==> run_1/pdn.png <==
Drawn at 8 px/um. Pins as bars on the die edge. Tap cells in gray.
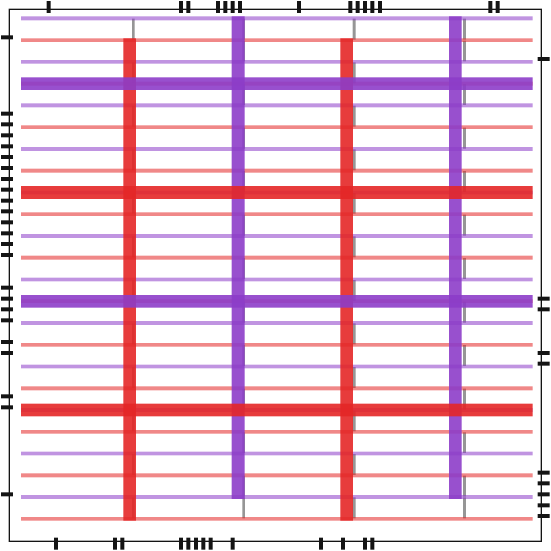
==> run_1/cell_classes.png <==
Drawn at 8 px/um. Fill, decap, tap and diode cells in gray.
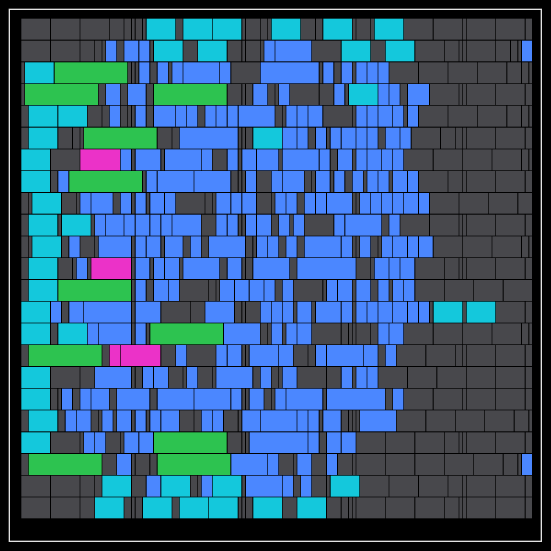
==> run_1/clock_map.png <==
Drawn at 6 px/um.
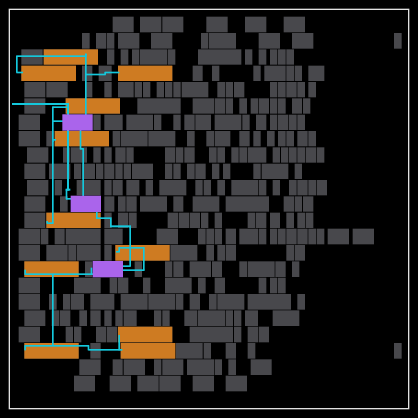
==> run_1/metal_stack.png <==
Drawn at 8 px/um.
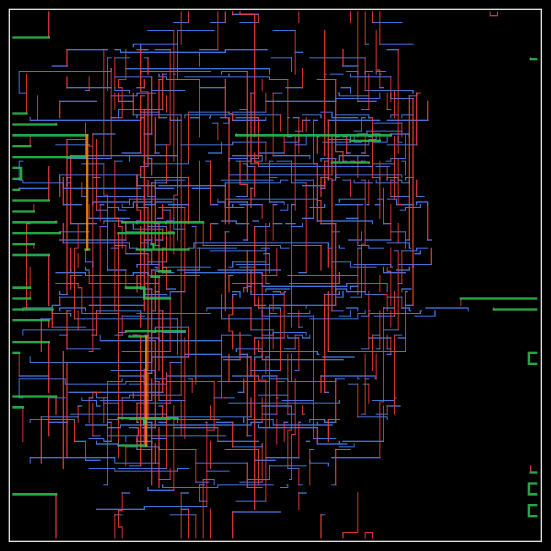
### src/rtl/fifo_rd_ctrl_if.sv
// Read-side bus of the FIFO: consumer handshake, write-pointer input and RAM read port.
interface fifo_rd_ctrl_if #(
    parameter int DATA_W = 8,
    parameter int ADDR_W = 8
);
    // Standard mode: rd_en requests a word and rd_valid marks it one cycle later.
    // FWFT mode: rd_valid marks a presented word and rd_en in the same cycle pops it.
    logic              rd_en;
    logic              flush;
    logic [ADDR_W:0]   wr_ptr;
    logic [DATA_W-1:0] ram_rd_data;
    logic              ram_rd_en;
    logic [ADDR_W-1:0] rd_addr;
    logic [ADDR_W:0]   rd_ptr;
    logic [DATA_W-1:0] rd_data;
    logic              rd_valid;
    logic              empty;
    logic              almost_empty;
    logic [ADDR_W:0]   rd_count;
    logic              underflow;

    modport slave (
        input  rd_en, flush, wr_ptr, ram_rd_data,
        output ram_rd_en, rd_addr, rd_ptr, rd_data, rd_valid,
               empty, almost_empty, rd_count, underflow
    );

    modport master (
        output rd_en, flush, wr_ptr, ram_rd_data,
        input  ram_rd_en, rd_addr, rd_ptr, rd_data, rd_valid,
               empty, almost_empty, rd_count, underflow
    );
endinterface

### src/rtl/fifo_rd_ctrl.sv
// Read-side controller of the single-clock FIFO: wrap-bit read pointer for any depth,
// occupancy flags, sticky underflow, standard or first-word-fall-through output.
module fifo_rd_ctrl #(
    parameter int DATA_W    = 8,
    parameter int ADDR_W    = 8,
    parameter int DEPTH     = 150,
    parameter int AE_THRESH = 4,
    parameter int FWFT      = 0
) (
    input  logic              rd_clk,
    input  logic              rd_rst_n,
    fifo_rd_ctrl_if.slave     bus,
    output logic [1:0]        dbg_state
);
    localparam int PW = ADDR_W + 1;
    localparam logic [ADDR_W:0]   DEPTH_P  = PW'(DEPTH);
    localparam logic [ADDR_W:0]   AE_P     = PW'(AE_THRESH);
    localparam logic [ADDR_W-1:0] LAST_IDX = ADDR_W'(DEPTH - 1);

    typedef enum logic [1:0] {
        S_IDLE = 2'd0,
        S_WAIT = 2'd1,
        S_HOLD = 2'd2
    } state_t;

    state_t            state_q, state_d;
    logic [ADDR_W:0]   rd_ptr_q, rd_ptr_d;
    logic              rd_valid_q, rd_valid_d;
    logic              underflow_q, underflow_d;
    logic [DATA_W-1:0] rd_data_q, rd_data_d;

    logic [ADDR_W-1:0] r_idx, w_idx;
    logic              ram_empty;
    logic [ADDR_W:0]   ram_cnt;
    logic [ADDR_W:0]   ptr_inc;
    logic              ram_rd_en_c;
    logic              empty_c;
    logic [ADDR_W:0]   count_c;

    assign r_idx     = rd_ptr_q[ADDR_W-1:0];
    assign w_idx     = bus.wr_ptr[ADDR_W-1:0];
    assign ram_empty = (bus.wr_ptr == rd_ptr_q);

    // Depth need not be a power of two, so the wrapped case adds back DEPTH explicitly.
    always_comb begin
        if (bus.wr_ptr[ADDR_W] == rd_ptr_q[ADDR_W]) begin
            ram_cnt = {1'b0, w_idx} - {1'b0, r_idx};
        end else begin
            ram_cnt = DEPTH_P - {1'b0, r_idx} + {1'b0, w_idx};
        end
    end

    always_comb begin
        if (r_idx == LAST_IDX) begin
            ptr_inc = {~rd_ptr_q[ADDR_W], {ADDR_W{1'b0}}};
        end else begin
            ptr_inc = {rd_ptr_q[ADDR_W], r_idx + 1'b1};
        end
    end

    always_comb begin
        ram_rd_en_c = 1'b0;
        state_d     = state_q;
        rd_valid_d  = 1'b0;
        rd_data_d   = rd_data_q;
        empty_c     = ram_empty;
        count_c     = ram_cnt;
        if (FWFT == 0) begin
            ram_rd_en_c = bus.rd_en & ~ram_empty & ~bus.flush;
            rd_valid_d  = ram_rd_en_c;
        end else begin
            case (state_q)
                S_IDLE: begin
                    if (!ram_empty) begin
                        ram_rd_en_c = 1'b1;
                        state_d     = S_WAIT;
                    end
                end
                S_WAIT: begin
                    rd_data_d = bus.ram_rd_data;
                    state_d   = S_HOLD;
                end
                S_HOLD: begin
                    if (bus.rd_en) begin
                        if (!ram_empty) begin
                            ram_rd_en_c = 1'b1;
                            state_d     = S_WAIT;
                        end else begin
                            state_d = S_IDLE;
                        end
                    end
                end
                default: state_d = S_IDLE;
            endcase
            // Flush drops an in-flight RAM word and never starts a new fetch.
            if (bus.flush) begin
                ram_rd_en_c = 1'b0;
                state_d     = S_IDLE;
                rd_data_d   = rd_data_q;
            end
            rd_valid_d = (state_d == S_HOLD);
            empty_c    = ~rd_valid_q;
            count_c    = ram_cnt + {{ADDR_W{1'b0}}, (state_q != S_IDLE)};
        end
    end

    always_comb begin
        underflow_d = underflow_q | (bus.rd_en & empty_c);
        rd_ptr_d    = rd_ptr_q;
        if (bus.flush) begin
            underflow_d = 1'b0;
            rd_ptr_d    = bus.wr_ptr;
        end else if (ram_rd_en_c) begin
            rd_ptr_d = ptr_inc;
        end
    end

    always_ff @(posedge rd_clk or negedge rd_rst_n) begin
        if (!rd_rst_n) begin
            state_q     <= S_IDLE;
            rd_ptr_q    <= '0;
            rd_valid_q  <= 1'b0;
            underflow_q <= 1'b0;
            rd_data_q   <= '0;
        end else begin
            state_q     <= state_d;
            rd_ptr_q    <= rd_ptr_d;
            rd_valid_q  <= rd_valid_d;
            underflow_q <= underflow_d;
            rd_data_q   <= rd_data_d;
        end
    end

    assign bus.ram_rd_en    = ram_rd_en_c;
    assign bus.rd_addr      = r_idx;
    assign bus.rd_ptr       = rd_ptr_q;
    assign bus.rd_data      = (FWFT != 0) ? rd_data_q : bus.ram_rd_data;
    assign bus.rd_valid     = rd_valid_q;
    assign bus.empty        = empty_c;
    assign bus.almost_empty = (count_c <= AE_P);
    assign bus.rd_count     = count_c;
    assign bus.underflow    = underflow_q;
    assign dbg_state        = state_q;
endmodule

### src/flat_wrapper.sv
// flat-port wrapper written by rule: the top's interface ports become plain ports
module fifo_rd_ctrl_flat 
#(
    parameter int DATA_W    = 8,
    parameter int ADDR_W    = 8,
    parameter int DEPTH     = 150,
    parameter int AE_THRESH = 4,
    parameter int FWFT      = 0
)
  (rd_clk, rd_rst_n, dbg_state, bus_rd_en, bus_flush, bus_wr_ptr, bus_ram_rd_data, bus_ram_rd_en, bus_rd_addr, bus_rd_ptr, bus_rd_data, bus_rd_valid, bus_empty, bus_almost_empty, bus_rd_count, bus_underflow);
  fifo_rd_ctrl_if #(.DATA_W(DATA_W), .ADDR_W(ADDR_W)) bus_i ();
  input  logic rd_clk;
  input  logic rd_rst_n;
  output logic [1:0] dbg_state;
  input wire logic [$bits(bus_i.rd_en)-1:0] bus_rd_en;
  input wire logic [$bits(bus_i.flush)-1:0] bus_flush;
  input wire logic [$bits(bus_i.wr_ptr)-1:0] bus_wr_ptr;
  input wire logic [$bits(bus_i.ram_rd_data)-1:0] bus_ram_rd_data;
  output wire logic [$bits(bus_i.ram_rd_en)-1:0] bus_ram_rd_en;
  output wire logic [$bits(bus_i.rd_addr)-1:0] bus_rd_addr;
  output wire logic [$bits(bus_i.rd_ptr)-1:0] bus_rd_ptr;
  output wire logic [$bits(bus_i.rd_data)-1:0] bus_rd_data;
  output wire logic [$bits(bus_i.rd_valid)-1:0] bus_rd_valid;
  output wire logic [$bits(bus_i.empty)-1:0] bus_empty;
  output wire logic [$bits(bus_i.almost_empty)-1:0] bus_almost_empty;
  output wire logic [$bits(bus_i.rd_count)-1:0] bus_rd_count;
  output wire logic [$bits(bus_i.underflow)-1:0] bus_underflow;
  assign bus_i.rd_en = bus_rd_en;
  assign bus_i.flush = bus_flush;
  assign bus_i.wr_ptr = bus_wr_ptr;
  assign bus_i.ram_rd_data = bus_ram_rd_data;
  assign bus_ram_rd_en = bus_i.ram_rd_en;
  assign bus_rd_addr = bus_i.rd_addr;
  assign bus_rd_ptr = bus_i.rd_ptr;
  assign bus_rd_data = bus_i.rd_data;
  assign bus_rd_valid = bus_i.rd_valid;
  assign bus_empty = bus_i.empty;
  assign bus_almost_empty = bus_i.almost_empty;
  assign bus_rd_count = bus_i.rd_count;
  assign bus_underflow = bus_i.underflow;
  fifo_rd_ctrl #(.DATA_W(DATA_W), .ADDR_W(ADDR_W), .DEPTH(DEPTH), .AE_THRESH(AE_THRESH), .FWFT(FWFT)) u_core (.rd_clk(rd_clk), .rd_rst_n(rd_rst_n), .bus(bus_i), .dbg_state(dbg_state));
endmodule
### config.mk
export PLATFORM = sky130hd
export DESIGN_NAME = fifo_rd_ctrl_flat
export DESIGN_NICKNAME = d
export VERILOG_FILES = /design/src/rtl/fifo_rd_ctrl_if.sv /design/src/rtl/fifo_rd_ctrl.sv /design/src/flat_wrapper.sv
export SDC_FILE = /design/constraint.sdc
export NUM_CORES = 1
export LEC_CHECK = 0
export ABC_AREA = 1
export ABC_CLOCK_PERIOD_IN_PS = 4360
export CORE_MARGIN = 1
export CORE_UTILIZATION = 44
export DETAILED_ROUTE_END_ITERATION = 8
export PLACE_DENSITY = 0.78
export SYNTH_ARGS = -nofsm -noshare
export SYNTH_HDL_FRONTEND = slang
export SYNTH_SLANG_ARGS = --single-unit
### constraint.sdc
create_clock -name rd_clk -period 4.36 [get_ports rd_clk]
set_input_delay 0.654 -clock rd_clk [delete_from_list [all_inputs] [get_ports rd_clk]]
set_output_delay 0.654 -clock rd_clk [all_outputs]
set_load 0.02 [all_outputs]
==> CHANGELOG.md, run 1 <==
## Flow update

* Worst path top cell family by delay: buffers and inverters
* Fmax achieved at 240.9 MHz
* Cell count of the worst hold path at 2
* DPL Wire Length at 3255 um
* CP most frequent cell: nand2_1
* First-pass GRT wire length at 6893 um
* Endpoints failing hold at 0
* # IOs at 62
* Worst r2r dst: u_core.bus.rd_ptr[2]
* RSZ-0062 raised after global routing: false
* Max-slew violations at 0
* Num CTS Buffers at 3
* Status: completed
* Launching point of the worst reg2reg path: u_core.bus.rd_ptr[3]
* GRT met3 Usage at under 10%
* Post-Syn Area at 1820 um^2
* GRT busiest layer: met2
* Slew HR at 64.56%
* GR Util met2 at 35.33%
* AND/OR/NAND/NOR Cells, Area Fraction at 33.33%
* Synth logic family: simple AND/OR/NAND/NOR gates
* Non-clock buffer share at 19.49%
* Min-delay worst type: reg -> reg
* Flop count at 11
* Clock transition at the registers of the reported paths at ~0.050 ns
* Initial drt markers at a little over 60
* Worst Hold Margin at 0.5024 ns
* CTS Hold Bufs at 0
* GPL Wtd Cong at between 0.8 and 0.9
* XOR Share, Synth at between 1 and 1.5%
* Log Warnings at 36
* Total gr overflow at 0
* CTS resizes at 0
* Inverters at 54
* Crit. Startpoint: bus_wr_ptr[1]
* MaxCap Viol Count at 0
* Synth warn at 0
Notes on pdn.png above:
legend:
  purple:
    net: VDD
  red:
    net: VSS
met5 straps: 4
met1 rails: 24
met4 straps: 4
rows: 23
worst vdd ir: 221.0 uV
core area: 4000 um^2
Die W: 66.33 um
die height: 66.33 um

Notes on cell_classes.png above:
legend:
  blue:
    class: all other logic
    cells: 249
    share_of_their_area: 65%
  cyan:
    class: other buffers and delay cells
    cells: 43
    share_of_their_area: 20%
  magenta:
    class: clock drivers and dummy loads
    cells: 4
    share_of_their_area: 2.1%
  green:
    class: flops
    cells: 11
    share_of_their_area: 13%
flop share of the area: 12.46%
Final Util: 55.21%
Final Instance Area: 2208 um^2

Notes on clock_map.png above:
legend:
  purple:
    item: cells driving clock nets
    count: 3
  orange:
    item: flip-flops
    count: 11
  cyan:
    item: clock wires
    length: 192 um
routed clock nets: 4
Clock Skew: 0.003076 ns
clk pwr: 0.000106 W
clk ins delay skew pair: 0.24 ns
Clock power frac: 13.8%

Notes on metal_stack.png above:
legend:
  red:
    layer: met2
    wire_length: 1930 um
  blue:
    layer: met1
    wire_length: 1870 um
  green:
    layer: met3
    wire_length: 198 um
  orange:
    layer: met4
    wire_length: 27.9 um
drt wl/cell: 11.26 um
DRT Wirelength: 4021 um
gr usage total: 20.00%
total number of vias: 1754

run 1: routing by layer:
| layer | part of all wire (%) | vias up | wire length (um) |
|---|---|---|---|
| met4 | 0.67 | 0 | 27 |
| met3 | 4.9 | 4 | 198 |
| met2 | 48 | 52 | 1926 |
| met5 | 0 | - | 0 |
| li1 | - | 910 | - |
| met1 | 46 | 788 | 1868 |
run 1: report_power, final:
| group | internal, W | switching (W) |
|---|---|---|
| Clock | 0.0000645 | 0.0000415 |
| Combinational | 0.000222 | 0.000299 |
| Sequential | 0.000114 | 0.0000240 |
run 1: stage by stage:
stage	instances	power [W]	setup WS [ns]
after global routing	357	0.0008382	0.02987
final	357	0.0007657	0.2094
after global placement	353	0.0006575	0.1467
after floorplan	280	0.0005091	1.100
after CTS	357	0.0007683	0.09923
after detailed placement	353	0.0006617	0.1073
==> run_1/final_congestion.png <==
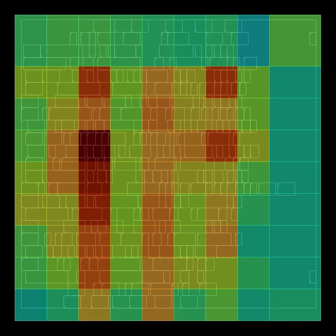

## Run 2: what changed since run 1
Settings changed: DONT_BUFFER_PORTS from default to 1, PLACE_DENSITY 0.78 to default.
==> run_2/final_congestion.png <==
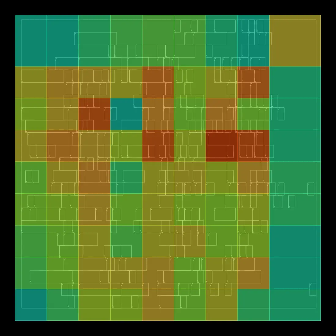
GRT busiest layer: met2
Final Util: 44.64%
GR Util met2: 34.95%
drt wl/cell: 12.37 um
GR Util met1: 26.78%

==> CHANGELOG.md, run 2 <==
## Flow update

* Status: completed
* Syn-to-layout area delta at -1.925%
* Yosys reg bits at 11
* Critical Path End: bus_almost_empty
* Max Buffers Root-to-Sink at 2
* Setup-failing EPs final at 0
* Worst path top cell family by delay: adder cells
* CTS Hold Bufs at 0 (unchanged)
* Seq pwr share at 25.1% (+7.1 points)
* Synth logic family: simple AND/OR/NAND/NOR gates
* Min-delay worst type: in -> async
* First-pass GRT wire length at 7003 um (+1.6%)
* Met2 wire length at 1849 um (-4.0%)
* Total number of vias at 1571 (-10%)
* MaxCap Viol Count at 0 (unchanged)
* Filler instances at 453
* Gr usage total at 20.59% (+0.59 points)
* Clk ins delay skew pair at 0.24 ns (about the same)
* Sink Count at 11
* Initial drt markers at 57 (-8.1%)
* Die W at 66.33 um (unchanged)
* Total gr overflow at 0 (unchanged)
* GPL Wtd Cong at 0.7964 (-7.3%)
* RSZ-0062 raised after global routing: false
* Setup Fix Bufs, Post-CTS at 0
* Top Consumer: combinational logic
* Combinational Power Share at 59.2% (-8.9 points)
* Clock Skew at 0.007196 ns (+0.004120 ns)
* AND/OR/NAND/NOR Cells, Area Fraction at 33.33% (unchanged)
* Combinational Power at 0.000381 W (-27%)
* Power Internal at 0.0003033 W (-24%)
* WL met1 at 1853 um (-0.80%)
* Net Switching at 0.0003398 W (-6.9%)
* Top FF cell, synth: dfrtp_1
* Fmax achieved at 256.9 MHz (+6.6%)
* DPL Wire Length at 3315 um (+1.8%)
* Log Warnings at 36 (unchanged)
* R2R cell count at 9
* Drt drc at 0
* Clk pwr at 0.000101 W (-5%)
* Mux share at 0%
* DRT Wirelength at 3897 um (-3.1%)
* Final cell count without fillers at 315 (-12%)
* Setup TNS at 0 ns
* Sequential power at 0.000162 W (+17%)
* Num CTS Buffers at 3 (unchanged)
* Uppermost layer routed: met4
* Ranking of synthesized cells by area: dfrtp_1, ha_1, nand2_1, inv_1, nand3_1
* CTS tree: yes
* Vias in the first global route at 1566
* Clock power frac at 15.7% (+1.9 points)
* XOR Share, Synth at 1.443% (unchanged)
* CP max-delay cell: dfrtp_1
* Pwr Total at 0.0006431 W (-16%)
* Tmin final at 3.893 ns
* Buf/Inv on CP at 4
* Largest net degree at the start of global routing at 12
* Synth warn at 0 (unchanged)
* Crit. Startpoint: u_core.bus.rd_ptr[1]
* Worst r2r dst: u_core.bus.rd_ptr[6]
* Flip-flops with a built-in enable at 0
* Launching point of the worst reg2reg path: u_core.bus.rd_ptr[4]
* Clock transition at the registers of the reported paths at 0.05 ns (about the same)
* Clock root buffer: clkbuf_8
* Commonest Layout Cell: nand2_1
* Core area at 4000 um^2 (unchanged)
* Slew HR at 55.35% (-9.2 points)
* Die height at 66.33 um (unchanged)
* Worst vdd ir at 203.9 uV (-7.8%)
* Endpoints failing hold at 0 (unchanged)
* Switching share of total power at 52.83% (+5.2 points)
* Placed instance count at 311 (-12%)
* # IOs at 62 (unchanged)
* CP endpoint kind: output port
* P per Cell Area at 360.2 nW/um^2
* CP Max Fanout at 6
* CTS resizes at 0 (unchanged)
* WL met3 at 155 um (-22%)
* Crit path DAT at 3.24 ns
* GRT met3 Usage at 2.241% (+0.86 points)
* Vias per cell at between 4 and 5
* CP most frequent cell: inv_1
* Max FFs per register at 9
* Max-slew violations at 0 (unchanged)
* Post-Syn Area at 1820 um^2 (unchanged)
* Complex Gates by Area at 9.691%
-- run 2: cell families after synthesis --
family	count (synthesis)
adders and majority gates	27
and+or+nand+nor	134
DFF	11
buffers and inverters	74
other	1
xor gates and xnor gates	3
AOI/OAI and AO/OA	29
-- run 2: layout make-up --
type,instances,share of cell area [%]
Clock buffer,4,2.523
Sequential cell,11,15.42
Tap cell,50,3.504
Timing Repair Buffer,1,0.4205
Multi-Input combinational cell,195,66.78
Inverter,54,11.35
-- run 2: per-stage QoR --
stage,util [%],setup WS (ns),area (um^2),hold WS [ns]
floorplan,-,1.100,1824,0.3584
global placement,43.51,0.7452,1740,0.3587
detailed placement,43.51,0.6884,1740,0.3587
CTS,44.64,0.4180,1785,0.09883
global route,44.64,0.1410,1785,0.09553
finish,44.64,0.4668,1785,0.1054
Power and IR drop assume default switching activity.
